`src/rtl/uart_tx_fifo_if.sv`:
```
// uart_tx_fifo_if: byte push side and async_transmitter handshake for uart_tx_fifo.
// master = upstream producer plus transmitter, slave = the FIFO block itself.
interface uart_tx_fifo_if #(
   parameter int unsigned DEPTH_LOG2 = 4
);
   logic                  wr_en;
   logic [7:0]            wr_data;
   logic                  full;
   logic                  empty;
   logic [DEPTH_LOG2:0]   count;
   logic                  TxD_start;
   logic [7:0]            TxD_data;
   logic                  TxD_busy;

   modport master (
      output wr_en, wr_data, TxD_busy,
      input  full, empty, count, TxD_start, TxD_data
   );

   modport slave (
      input  wr_en, wr_data, TxD_busy,
      output full, empty, count, TxD_start, TxD_data
   );
endinterface

```
`src/rtl/uart_tx_fifo.sv`:
```
// uart_tx_fifo: byte FIFO that feeds async_transmitter one byte at a time.
// Bytes pushed while the transmitter is mid-frame are queued and issued in
// order with a one-cycle TxD_start pulse each.
// Optional feature: define UART_TX_FIFO_DROPCNT_EN to add the drop_count port,
// a saturating count of pushes discarded because the FIFO was full.
module uart_tx_fifo #(
   parameter int unsigned DEPTH_LOG2 = 4,
   parameter int unsigned BUSY_WAIT  = 4
) (
   input  logic           clk,
   input  logic           rst,
   uart_tx_fifo_if.slave  bus
`ifdef UART_TX_FIFO_DROPCNT_EN
   ,
   output logic [7:0]     drop_count
`endif
);

   localparam int unsigned DEPTH = 1 << DEPTH_LOG2;
   localparam int unsigned TW    = (BUSY_WAIT > 1) ? $clog2(BUSY_WAIT) : 1;

   localparam logic [1:0] ST_IDLE      = 2'd0;
   localparam logic [1:0] ST_WAIT_RISE = 2'd1;
   localparam logic [1:0] ST_WAIT_FALL = 2'd2;

   localparam logic [DEPTH_LOG2:0]   CNT_ONE  = 1;
   localparam logic [DEPTH_LOG2:0]   CNT_FULL = {1'b1, {DEPTH_LOG2{1'b0}}};
   localparam logic [DEPTH_LOG2-1:0] PTR_ONE  = 1;
   localparam logic [TW-1:0]         WAIT_ONE = 1;
   localparam logic [TW-1:0]         WAIT_END = TW'(BUSY_WAIT - 1);

   logic [7:0]            mem [DEPTH];
   logic [DEPTH_LOG2-1:0] wr_ptr;
   logic [DEPTH_LOG2-1:0] rd_ptr;
   logic [DEPTH_LOG2:0]   count_q;
   logic [DEPTH_LOG2:0]   count_next;
   logic                  full_q;
   logic                  empty_q;
   logic [1:0]            state;
   logic [TW-1:0]         wait_cnt;
   logic                  start_q;
   logic [7:0]            data_q;
   logic                  push;
   logic                  pop;

   // Accept only on registered flags, so a push while full is dropped even
   // when a pop happens on the same edge.
   assign push = bus.wr_en && !full_q;
   assign pop  = (state == ST_IDLE) && !empty_q && !bus.TxD_busy;

   assign bus.full      = full_q;
   assign bus.empty     = empty_q;
   assign bus.count     = count_q;
   assign bus.TxD_start = start_q;
   assign bus.TxD_data  = data_q;

   // Next occupancy from this cycle's push/pop decision.
   always_comb begin
      count_next = count_q;
      case ({push, pop})
         2'b10:   count_next = count_q + CNT_ONE;
         2'b01:   count_next = count_q - CNT_ONE;
         default: count_next = count_q;
      endcase
   end

   // Storage write; the array itself needs no reset.
   always_ff @(posedge clk) begin
      if (push) begin
         mem[wr_ptr] <= bus.wr_data;
      end
   end

   // Pointers, occupancy and registered full/empty flags.
   always_ff @(posedge clk or posedge rst) begin
      if (rst) begin
         wr_ptr  <= '0;
         rd_ptr  <= '0;
         count_q <= '0;
         full_q  <= 1'b0;
         empty_q <= 1'b1;
      end else begin
         if (push) begin
            wr_ptr <= wr_ptr + PTR_ONE;
         end
         if (pop) begin
            rd_ptr <= rd_ptr + PTR_ONE;
         end
         count_q <= count_next;
         full_q  <= (count_next == CNT_FULL);
         empty_q <= (count_next == '0);
      end
   end

   // Transmit handshake: pulse start with the head byte, wait for busy to
   // rise (bounded by BUSY_WAIT), then wait for it to fall.
   always_ff @(posedge clk or posedge rst) begin
      if (rst) begin
         state    <= ST_IDLE;
         wait_cnt <= '0;
         start_q  <= 1'b0;
         data_q   <= 8'h00;
      end else begin
         start_q <= 1'b0;
         case (state)
            ST_IDLE: begin
               wait_cnt <= '0;
               if (pop) begin
                  data_q  <= mem[rd_ptr];
                  start_q <= 1'b1;
                  state   <= ST_WAIT_RISE;
               end
            end
            ST_WAIT_RISE: begin
               if (bus.TxD_busy) begin
                  state <= ST_WAIT_FALL;
               end else if (wait_cnt == WAIT_END) begin
                  state <= ST_IDLE;
               end else begin
                  wait_cnt <= wait_cnt + WAIT_ONE;
               end
            end
            ST_WAIT_FALL: begin
               if (!bus.TxD_busy) begin
                  state <= ST_IDLE;
               end
            end
            default: begin
               state <= ST_IDLE;
            end
         endcase
      end
   end

`ifdef UART_TX_FIFO_DROPCNT_EN
   // Saturating count of pushes rejected because the FIFO was full.
   always_ff @(posedge clk or posedge rst) begin
      if (rst) begin
         drop_count <= 8'h00;
      end else if (bus.wr_en && full_q && (drop_count != 8'hFF)) begin
         drop_count <= drop_count + 8'h01;
      end
   end
`endif

endmodule

```
`src/flat_wrapper.sv`:
```
// flat-port wrapper written by rule: the top's interface ports become plain ports
module uart_tx_fifo_flat 
#(
   parameter int unsigned DEPTH_LOG2 = 4,
   parameter int unsigned BUSY_WAIT  = 4
)
  (clk, rst, bus_wr_en, bus_wr_data, bus_TxD_busy, bus_full, bus_empty, bus_count, bus_TxD_start, bus_TxD_data);
  uart_tx_fifo_if #(.DEPTH_LOG2(DEPTH_LOG2)) bus_i ();
  input  logic clk;
  input  logic rst;
  input wire logic [$bits(bus_i.wr_en)-1:0] bus_wr_en;
  input wire logic [$bits(bus_i.wr_data)-1:0] bus_wr_data;
  input wire logic [$bits(bus_i.TxD_busy)-1:0] bus_TxD_busy;
  output wire logic [$bits(bus_i.full)-1:0] bus_full;
  output wire logic [$bits(bus_i.empty)-1:0] bus_empty;
  output wire logic [$bits(bus_i.count)-1:0] bus_count;
  output wire logic [$bits(bus_i.TxD_start)-1:0] bus_TxD_start;
  output wire logic [$bits(bus_i.TxD_data)-1:0] bus_TxD_data;
  assign bus_i.wr_en = bus_wr_en;
  assign bus_i.wr_data = bus_wr_data;
  assign bus_i.TxD_busy = bus_TxD_busy;
  assign bus_full = bus_i.full;
  assign bus_empty = bus_i.empty;
  assign bus_count = bus_i.count;
  assign bus_TxD_start = bus_i.TxD_start;
  assign bus_TxD_data = bus_i.TxD_data;
  uart_tx_fifo #(.DEPTH_LOG2(DEPTH_LOG2), .BUSY_WAIT(BUSY_WAIT)) u_core (.clk(clk), .rst(rst), .bus(bus_i));
endmodule
```
`config.mk`:
```
export PLATFORM = sky130hd
export DESIGN_NAME = uart_tx_fifo_flat
export DESIGN_NICKNAME = d
export VERILOG_FILES = /design/src/rtl/uart_tx_fifo_if.sv /design/src/rtl/uart_tx_fifo.sv /design/src/flat_wrapper.sv
export SDC_FILE = /design/constraint.sdc
export NUM_CORES = 1
export LEC_CHECK = 0
export ABC_AREA = 1
export CORE_ASPECT_RATIO = 1.1
export CORE_UTILIZATION = 64
export CTS_BUF_LIST = sky130_fd_sc_hd__clkbuf_8 sky130_fd_sc_hd__clkbuf_16
export CTS_CLUSTER_DIAMETER = 100
export DETAILED_ROUTE_END_ITERATION = 8
export PLACE_DENSITY = 0.84
export SETUP_SLACK_MARGIN = 0.02
export SYNTH_ARGS = -nofsm -noshare
export SYNTH_HDL_FRONTEND = slang
export SYNTH_SLANG_ARGS = --single-unit
```
`constraint.sdc`:
```
create_clock -name clk -period 4.1 [get_ports clk]
set_input_delay 0.41 -clock clk [delete_from_list [all_inputs] [get_ports clk]]
set_output_delay 0.41 -clock clk [all_outputs]
set_load 0.02 [all_outputs]
```
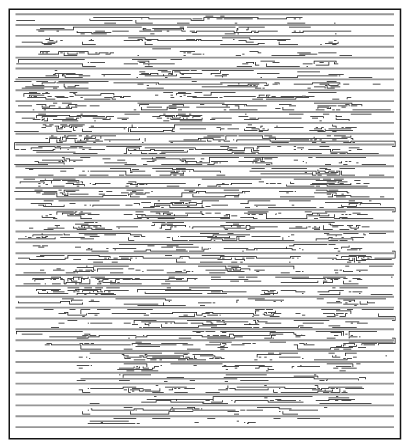
layer_met1.png
Supply wires on this layer in gray.
main direction: horizontal
share of all routed wire: 39%
nets with wire on the layer: 526
wire length on this layer: 5370 µm
met1 Use GR: 0.346
via count: 4152
routed wire length: 13.8 mm

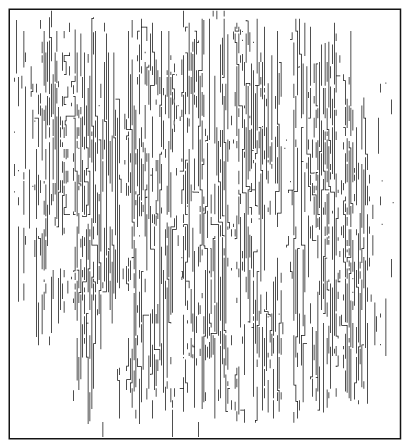
layer_met2.png
nets with wire on the layer: 469
share of all routed wire: 52%

==> run summary <==
Antenna violations before repair -> 0
Core Footprint -> 9790 µm²
GR Overflow Total -> 0
First-pass GRT wire length -> 21.9 mm
Register-to-Register Path Depth -> 11
Finished Cell Area -> 7370 µm²
Mi-comb count -> 305
Dominant logic cell types in the final layout -> edfxtp_1 (128), nor2_1 (70), nand2_1 (59), o21ai_0 (56), clkdlybuf4s50_1 (27)
DP Cell Count -> 644
CP Buf/Inv Count -> 2
Crit path DRT -> 4570 ps
Seq cells -> 156
Sw Share -> 0.359
Met3 routed WL -> 814 µm
Outcome -> completed
Min Tclk post-route -> 2390 ps
Critical Path Sink Type -> register
Hold Crit Class -> input port to asynchronous set/reset pin
Routed vias/inst -> 6.14
Register Area -> 4550 µm²
Fin. max-slew vios -> 0
PD cells -> 750 nW/µm²
Setup bufs post-CTS -> 0
Lkg Pwr -> 2.70 nW
R2r endpoint -> u_core.bus.full
Setup repair after global routing missed its margin -> no
Fill cells -> 599
Buffer depth of the longest clock path -> 2
TritonCTS Sinks -> 156
OpenROAD warnings -> 29
Clk_skew -> 6.96 ps
Synth Cell Area -> 6430 µm²
Hold_ws -> 263 ps
Inverters -> 31
CTS root buf -> clkbuf_8
Crit path capture -> u_core.bus.full
Switching power -> 0.00198 W
Logic share of the area -> 0.223
Final-layout clock buffer total -> 21
Final Hold Vio Count -> 0
Comb pwr share -> 0.322
Layout Utilization -> 0.753
Power Combinational -> 0.00178 W
Ys Warns -> 0
# Cells Yosys -> 515
M1 WL -> 5.37 mm
DR pass1 iterations -> 5
Die W -> 97.6 µm
Vias in the first global route -> 4198
Routed wl met2 -> 7.17 mm
Gate Count Post-Synth -> 515
H-tree depth -> 4
Cts hold-fix bufs -> 0
Sequential power -> 0.00218 W
MaxCap Viol Count -> 0
ANT nets after route -> 0
Commonest Layout Cell -> edfxtp_1
CP startpoint -> u_core.bus.empty
Latency at later pin -> 530 ps
Yosys Chip Area -> 6430 µm²
CP top delay family -> simple AND/OR/NAND/NOR gates
Asr flop ratio synth -> 0.179
Syn_nets -> 535
R2R Path Start -> u_core.bus.empty
All-Layer GR Usage -> 0.285
Starting density of the core -> 0.656
Final setup viols -> 0
CTS tree -> done
Total CTS buffers -> 17
Yosys top cell area share -> 0.598
WL per Instance -> 20.4 µm
Post-CTS sizing -> 0
Post-synth EDFFs -> 128
CP Cell Sequence -> nor2_4 -> nand2_1 -> inv_1 -> ha_1 -> inv_2 -> nand2_1 -> o21ai_0 -> or2_2 -> nor2_1 -> nand3_2 -> nor2_2
FP Rows -> 38
Die H -> 107 µm
Max IR drop VDD -> 0.450 mV
Main flop type -> edfxtp_1
Biggest consumer -> registers
Internal -> 0.00354 W
Critical path depth in cells -> 11
Layout area overhead -> 14.6%
DR DRC count -> 0
Setup TNS Final -> 0 ps
Fin cells -> 676
Reg2reg setup slack -> 1710 ps
Final GP Congestion -> 0.818
CTS clk-pin slew, worst paths -> 60 ps
Highest routed layer -> met4
Buffers, non-clock -> 32
Part of the power in registers -> 0.395
Worst slew pin tran -> 925 ps
Critical-path top delay cell -> dfstp_2
Class of the most critical setup path -> register to register
Synth area leader -> edfxtp_1
Top cells, area -> edfxtp_1 (60%), dfrtp_1 (11%), o21ai_0 (4.4%)
Syn Area/Cell -> 12.5 µm²
Clock network power -> 0.00157 W
Startpoint Class -> register
Ant diodes -> 0
Logic area -> 1650 µm²
Seq/Total Area, Yosys -> 0.707
Unique cell types -> 36
Sequential cell area share -> 0.617
Clock network share of area -> 0.0818
# IOs -> 28
CP max FO -> 13
Largest stage delay on the critical path -> 570 ps
Biggest Area Class -> registers
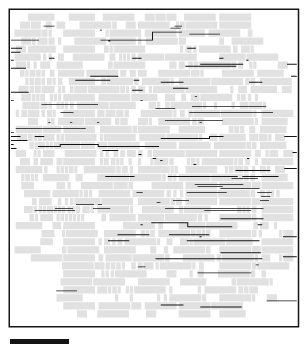
layer_met3.png
Scale bar: 20 µm. Cells faint in the background.
nets with wire on the layer: 60
longest straight run: 35.9 µm

[cells in the mapped netlist, types with 3 or more instances]
| cell type | count |
|---|---|
| nand2_1 | 59 |
| nor3_1 | 3 |
| o22ai_1 | 9 |
| clkbuf_1 | 3 |
| o21ai_1 | 9 |
| buf_2 | 15 |
| o31ai_1 | 4 |
| edfxtp_1 | 128 |
| mux2i_1 | 8 |
| nor2_1 | 70 |
| a31oi_1 | 4 |
| o221ai_1 | 14 |
| inv_2 | 4 |
| inv_1 | 25 |
| buf_4 | 4 |
| o21ai_0 | 56 |
| xor2_1 | 6 |
| nand3_1 | 15 |
| ha_1 | 8 |
| nand4_1 | 3 |
| dfrtp_1 | 27 |
| nand2_2 | 5 |
| a21oi_1 | 19 |
[stage by stage]
stage / total power (W) / setup WS [ps]
detailed placement: 0.00395 / 1300
CTS: 0.00552 / 1710
global placement: 0.00386 / 1420
global route: 0.00582 / 1470
floorplan: 0.00341 / 1930
finish: 0.00553 / 1710
[routing by layer]
metal  global-route usage  vias to the layer above
met5                    0                        -
met4                0.154                        0
met1                0.346                     2040
li1                     -                     1905
met2                0.479                      172
met3               0.0619                       35
[registers in the layout, indices dropped and copies added, names as in the netlist, 2 cells and up]
signal               flops
u_core.mem             128
u_core.bus.count         5
u_core.wr_ptr            4
u_core.rd_ptr            4
u_core.bus.TxD_data      8
u_core.wait_cnt          2
u_core.state             2
[kinds of logic after synthesis]
group,share of synthesized area
fa+ha+maj,0.0156
mux,0.0125
buf+inv,0.0370
compound gates,0.103
xor+xnor,0.0121
flops,0.707
simple gates,0.113
[worst min-delay path: cells and delay by family]
kind	cells	cell delay, ps
buf+inv	3	800
No activity file was given, so power comes from the tool's default toggle rates.
